===== src/rtl/wb_port_arbiter_if.sv =====
// rtl/wb_port_arbiter_if.sv - request ports and register file write bus of the writeback arbiter
interface wb_port_arbiter_if #(
  parameter int DATA_W = 32,
  parameter int ADDR_W = 5
);
  logic              stall;
  logic              a_valid;
  logic [ADDR_W-1:0] a_rd;
  logic [DATA_W-1:0] a_data;
  logic              a_ready;
  logic              b_valid;
  logic [ADDR_W-1:0] b_rd;
  logic [DATA_W-1:0] b_data;
  logic              b_ready;
  logic              wr_enable;
  logic [ADDR_W-1:0] wr_rd;
  logic [DATA_W-1:0] wr_data;
  logic              b_starved;

  modport master (
    output stall, a_valid, a_rd, a_data, b_valid, b_rd, b_data,
    input  a_ready, b_ready, wr_enable, wr_rd, wr_data, b_starved
  );

  modport slave (
    input  stall, a_valid, a_rd, a_data, b_valid, b_rd, b_data,
    output a_ready, b_ready, wr_enable, wr_rd, wr_data, b_starved
  );
endinterface


===== src/rtl/wb_port_arbiter.sv =====
// rtl/wb_port_arbiter.sv - two-source register file write port arbiter with starvation guard
// Optional grant statistics enabled by WB_ARB_STATS_EN.
module wb_port_arbiter #(
  parameter int DATA_W     = 32,
  parameter int ADDR_W     = 5,
  parameter int STARVE_MAX = 3
) (
  input  logic        clock,
  input  logic        reset_n,
`ifdef WB_ARB_STATS_EN
  input  logic        stats_clr,
  output logic [15:0] a_grant_cnt,
  output logic [15:0] b_grant_cnt,
`endif
  wb_port_arbiter_if.slave bus
);

  localparam logic [3:0] STARVE_LIM = 4'(STARVE_MAX);

  logic [3:0]        starve_cnt;
  logic              starved;
  logic              run;
  logic              grant_a;
  logic              grant_b;
  logic              wr_enable_q;
  logic [ADDR_W-1:0] wr_rd_q;
  logic [DATA_W-1:0] wr_data_q;

  assign starved = (starve_cnt == STARVE_LIM);

  // Readies are gated by reset so nothing is accepted while the block is held in reset.
  always_comb begin
    run     = reset_n && !bus.stall;
    grant_b = run && bus.b_valid && (starved || !bus.a_valid);
    grant_a = run && bus.a_valid && !grant_b;
  end

  always_ff @(posedge clock or negedge reset_n) begin
    if (!reset_n) begin
      starve_cnt <= '0;
    end else if (grant_b) begin
      starve_cnt <= '0;
    end else if (grant_a && bus.b_valid && !starved) begin
      starve_cnt <= starve_cnt + 4'd1;
    end
  end

  // Register x0 is hardwired zero, so its slot is consumed without a write strobe.
  always_ff @(posedge clock or negedge reset_n) begin
    if (!reset_n) begin
      wr_enable_q <= 1'b0;
      wr_rd_q     <= '0;
      wr_data_q   <= '0;
    end else begin
      wr_enable_q <= (grant_a && (bus.a_rd != '0)) || (grant_b && (bus.b_rd != '0));
      if (grant_a) begin
        wr_rd_q   <= bus.a_rd;
        wr_data_q <= bus.a_data;
      end else if (grant_b) begin
        wr_rd_q   <= bus.b_rd;
        wr_data_q <= bus.b_data;
      end
    end
  end

  assign bus.a_ready   = grant_a;
  assign bus.b_ready   = grant_b;
  assign bus.wr_enable = wr_enable_q;
  assign bus.wr_rd     = wr_rd_q;
  assign bus.wr_data   = wr_data_q;
  assign bus.b_starved = starved;

`ifdef WB_ARB_STATS_EN
  always_ff @(posedge clock or negedge reset_n) begin
    if (!reset_n) begin
      a_grant_cnt <= '0;
      b_grant_cnt <= '0;
    end else if (stats_clr) begin
      a_grant_cnt <= '0;
      b_grant_cnt <= '0;
    end else begin
      if (grant_a && (a_grant_cnt != 16'hFFFF)) a_grant_cnt <= a_grant_cnt + 16'd1;
      if (grant_b && (b_grant_cnt != 16'hFFFF)) b_grant_cnt <= b_grant_cnt + 16'd1;
    end
  end
`endif

endmodule


===== src/flat_wrapper.sv =====
// flat-port wrapper written by rule: the top's interface ports become plain ports
module wb_port_arbiter_flat 
#(
  parameter int DATA_W     = 32,
  parameter int ADDR_W     = 5,
  parameter int STARVE_MAX = 3
)
  (clock, reset_n, bus_stall, bus_a_valid, bus_a_rd, bus_a_data, bus_b_valid, bus_b_rd, bus_b_data, bus_a_ready, bus_b_ready, bus_wr_enable, bus_wr_rd, bus_wr_data, bus_b_starved);
  wb_port_arbiter_if #(.DATA_W(DATA_W), .ADDR_W(ADDR_W)) bus_i ();
  input  logic clock;
  input  logic reset_n;
  input wire logic [$bits(bus_i.stall)-1:0] bus_stall;
  input wire logic [$bits(bus_i.a_valid)-1:0] bus_a_valid;
  input wire logic [$bits(bus_i.a_rd)-1:0] bus_a_rd;
  input wire logic [$bits(bus_i.a_data)-1:0] bus_a_data;
  input wire logic [$bits(bus_i.b_valid)-1:0] bus_b_valid;
  input wire logic [$bits(bus_i.b_rd)-1:0] bus_b_rd;
  input wire logic [$bits(bus_i.b_data)-1:0] bus_b_data;
  output wire logic [$bits(bus_i.a_ready)-1:0] bus_a_ready;
  output wire logic [$bits(bus_i.b_ready)-1:0] bus_b_ready;
  output wire logic [$bits(bus_i.wr_enable)-1:0] bus_wr_enable;
  output wire logic [$bits(bus_i.wr_rd)-1:0] bus_wr_rd;
  output wire logic [$bits(bus_i.wr_data)-1:0] bus_wr_data;
  output wire logic [$bits(bus_i.b_starved)-1:0] bus_b_starved;
  assign bus_i.stall = bus_stall;
  assign bus_i.a_valid = bus_a_valid;
  assign bus_i.a_rd = bus_a_rd;
  assign bus_i.a_data = bus_a_data;
  assign bus_i.b_valid = bus_b_valid;
  assign bus_i.b_rd = bus_b_rd;
  assign bus_i.b_data = bus_b_data;
  assign bus_a_ready = bus_i.a_ready;
  assign bus_b_ready = bus_i.b_ready;
  assign bus_wr_enable = bus_i.wr_enable;
  assign bus_wr_rd = bus_i.wr_rd;
  assign bus_wr_data = bus_i.wr_data;
  assign bus_b_starved = bus_i.b_starved;
  wb_port_arbiter #(.DATA_W(DATA_W), .ADDR_W(ADDR_W), .STARVE_MAX(STARVE_MAX)) u_core (.clock(clock), .reset_n(reset_n), .bus(bus_i));
endmodule

===== config.mk =====
export PLATFORM = sky130hd
export DESIGN_NAME = wb_port_arbiter_flat
export DESIGN_NICKNAME = d
export VERILOG_FILES = /design/src/rtl/wb_port_arbiter_if.sv /design/src/rtl/wb_port_arbiter.sv /design/src/flat_wrapper.sv
export SDC_FILE = /design/constraint.sdc
export NUM_CORES = 1
export LEC_CHECK = 0
export CELL_PAD_IN_SITES_DETAIL_PLACEMENT = 0
export CELL_PAD_IN_SITES_GLOBAL_PLACEMENT = 2
export CORE_MARGIN = 2
export CORE_UTILIZATION = 21
export DETAILED_ROUTE_END_ITERATION = 10
export PLACE_DENSITY_LB_ADDON = 0.1
export SLEW_MARGIN = 10
export SYNTH_ARGS = -nofsm -noshare
export SYNTH_HDL_FRONTEND = slang
export SYNTH_SLANG_ARGS = --single-unit

===== constraint.sdc =====
create_clock -name clock -period 1.92 [get_ports clock]
set_input_delay 0.192 -clock clock [delete_from_list [all_inputs] [get_ports clock]]
set_output_delay 0.192 -clock clock [all_outputs]
set_load 0.01 [all_outputs]

### Placement by cell class

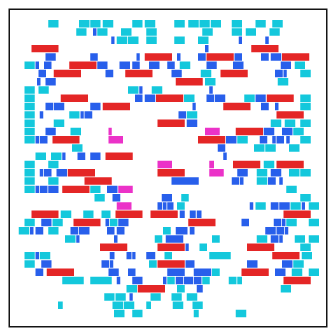
class	color	cells	share of their area
remaining buffers and delay cells	cyan	137	39%
clock drivers and dummy loads	magenta	8	2.6%
sequential cells	red	42	30%
remaining logic cells	blue	137	29%

==> CHANGELOG.md <==
## Flow update

* R2r endpoint: u_core.bus.wr_data[6]$_DFFE_PN0P_
* Ys flop type: dfrtp_1
* Initial antenna violation count at 0
* Drt wl/cell at 16.9 um
* Largest area contributor in the netlist: dfrtp_1
* Top cells by area, synth: dfrtp_1 50%, a221o_1 18%, a211oi_1 13%, inv_1 6.8%, clkbuf_1 2.3%
* Total CTS buffers at 5
* Die area at 0.0108 mm2
* Fin. max-slew vios at 0
* Worst min path class: in2reg
* FF-to-FF setup slack at 190 ps
* Largest net degree at the start of global routing at 38
* Synthesized area at 0.00209 mm2
* Peak VDD IR at 233 uV
* DR DRC count at 0
* Total core area at 0.00973 mm2
* Vias at 2106
* Hold Path Depth at 4
* Finished Layout Cells at 457
* List of most frequent post-synthesis cells: 42 x dfrtp_1, 38 x inv_1, 37 x a211oi_1, 37 x a221o_1, 13 x clkbuf_1
* Cell Pwr Density at 712 mW/mm2
* Synth Seq Share at 50.2%
* Fp_density at 21.5%
* Achievable Freq at 0.549 GHz
* I/O Pins at 120
* IO Port Bufs at 119
* FP Rows at 36
* Overflow after GRT at 0
* Max FO, Critical Path at 4
* Synthesis-to-layout area growth at 74.6%
* Min Tclk post-route at 1820 ps
* #FFs+latches synth at 42
* Share of cells above drive strength 1 at 10.5%
* Die H at 104 um
* CTS tree: yes
* Post-Place Cells at 448
* GPL Wtd Cong at 0.707
* Clock slew at reported path FFs at 90 ps
* Worst hold slack at 405 ps
* Ys async rst share at 100%
* Syn. warnings at 0
* Syn nets at 278
* Number of DRC markers in iteration 0 at 79
* Number of global-route vias before repair at 2162
* GRT Total Usage at 14.3%
* Nets at 403
* R2R depth at 6
* Synth Instances at 198
* Crit path kind: reg2out
* Slew HR at 26.0%
* Final period util at 94.9%
* Die X at 104 um
* P_leak at 1.54 nW
* Status: finished clean
* Yosys chip area at 0.00209 mm2
* Tool Warnings at 26
* Setup Skew at 7.24 ps
* Tightest Pin Transition at 1110 ps
* Distinct lib cells at 29
* Ant diodes at 0
* R2r startpoint: u_core.starve_cnt[1]$_DFFE_PN0P_
* Max Buffers Root-to-Sink at 2
* WHS Endpoint: u_core.bus.wr_enable$_DFF_PN0_
* Fillers at 1013
* Vias per cell at 4.61
* CTS sink cnt at 42
* Cells in synth_stat.txt at 198
* RSZ-0062 raised after global routing: false
* Synthesized area per cell at 10.6 um2
* Root buffer cell: clkbuf_8
* Top cell area share at 50.2%
* Pre-antenna DRT Iters at 4
* First-pass GRT wire length at 12.2 mm
* WL final at 7.71 mm
* Final Hold Viols at 0
* Routed Antenna Nets at 0
* Top-count cell post-synth: dfrtp_1
* Worst min-delay path startpoint: bus_a_valid
* Max-cap violations at 0
* Worst-skew pair later-pin latency at 290 ps
* Element type at the critical path end: primary output
* EDFF count, synth at 0
* CP startpoint kind: flop
* Arr. time, crit path at 1630 ps
* Final setup viols at 0
* H-tree depth at 2
* DP HPWL at 5.28 mm
* Crit path DRT at 1730 ps
### Routing congestion map

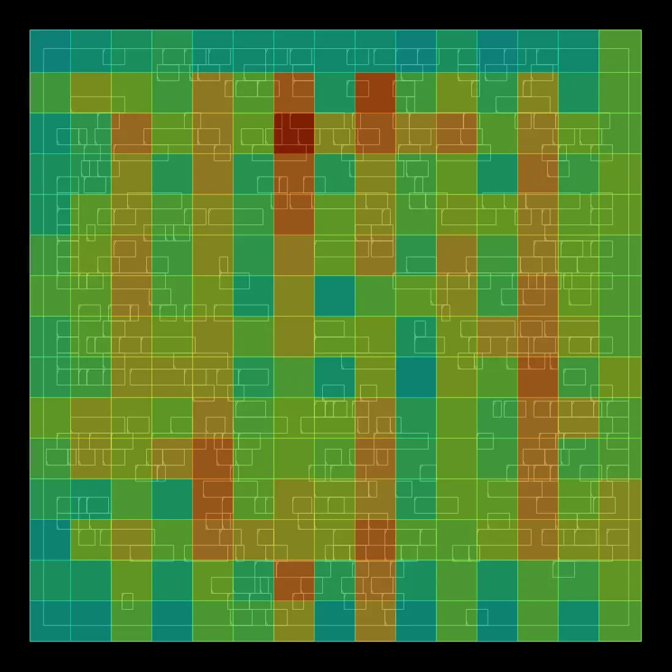
GR peak layer: met2
met2 usage: 22.6%

==> final cells by class <==
class / instances / area [um2] / share of cell area, %
clock buffers: 7 / 86.3 / 2.36
clock inverters: 1 / 5.00 / 0.137
inverters: 39 / 146 / 4.01
multi-input cells: 98 / 852 / 23.3
flip-flops and latches: 42 / 1050 / 28.8
well taps: 133 / 166 / 4.56
repair buffers: 137 / 1350 / 36.8
==> worst max-delay path, stage by stage, from the launching register on <==
cell,delay (ps)
dfrtp_1,400
ha_4,160
or3b_4,410
inv_1,70
dlygate4sd2_1,290
==> registers in the layout (all words and copies together) (netlist names) <==
name	cells
u_core.bus.wr_rd	5
u_core.bus.wr_enable	1
u_core.bus.wr_data	32
u_core.starve_cnt	4
==> stage by stage <==
step | setup TNS [ps] | setup slack (ps) | area (um2) | utilization, % | power, mW
6_report | 0 | 97.2 | 3650 | 37.5 | 2.60
5_1_grt | 0 | 27.0 | 3650 | 37.5 | 2.75
4_1_cts | 0 | 3.78 | 3650 | 37.5 | 2.64
3_5_place_dp | -4780 | -138 | 3530 | 36.3 | 1.99
3_3_place_gp | -5210 | -143 | 3530 | 36.3 | 1.99
2_1_floorplan | 0 | 218 | 2090 | - | 1.42
==> power by group <==
| part | internal, mW | switching (mW) | leakage, nW |
|---|---|---|---|
| Clock | 0.291 | 0.326 | 0.0482 |
| Combinational | 0.535 | 0.323 | 0.969 |
| Sequential | 1.03 | 0.0950 | 0.527 |
| Total | 1.85 | 0.744 | 1.54 |
==> cell usage in the layout, fill, tap and decap left out, types with 2 or more instances in the layout <==
cell type        instances
buf_4                   14
inv_1                   38
nor2_1                   2
o21ai_0                  2
a211oi_1                37
clkbuf_8                 6
nand3_1                  2
a221o_1                 37
dfrtp_1                 42
buf_12                   3
clkdlybuf4s50_1        114
buf_2                    3
nand3b_1                 2
==> timing repair <==
item                                    in CTS  in global routing
endpoints found under the setup margin       3                  3
buffers inserted                             0                  0
hold buffers                                 1                  0
gates resized                                9                  4
hold endpoints to repair                    42                  0
pin swaps                                    0                  1
gates cloned                                 0                  0
==> worst max-delay path by stage <==
| stage | start | to |
|---|---|---|
| 2_1_floorplan | u_core.starve_cnt[0]$_DFFE_PN0P_ | u_core.bus.wr_data[27]$_DFFE_PN0P_ |
| 3_3_place_gp | bus_b_valid | u_core.bus.wr_data[29]$_DFFE_PN0P_ |
| 3_5_place_dp | bus_b_valid | u_core.bus.wr_data[20]$_DFFE_PN0P_ |
| 4_1_cts | u_core.starve_cnt[0]$_DFFE_PN0P_ | bus_b_ready |
| 5_1_grt | u_core.starve_cnt[1]$_DFFE_PN0P_ | bus_b_starved |
| 6_report | u_core.starve_cnt[1]$_DFFE_PN0P_ | bus_b_starved |
==> routing by layer <==
layer  up-vias  GRT usage (%)  part of all wire (%)
met4         0           2.90                  0.47
met5         -              0                     0
met3         2           5.10                   8.4
li1        999              -                     -
met1      1020           18.9                    45
met2        85           22.6                    46
==> logic make-up after synthesis <==
kind of cell / synth area share (%)
AOI/OAI and AO/OA: 33.3
buffers and inverters: 10.9
DFF: 50.2
and+or+nand+nor: 4.55
xor gates and xnor gates: 0.419
adders and majority gates: 0.598
Power and IR drop assume default switching activity.
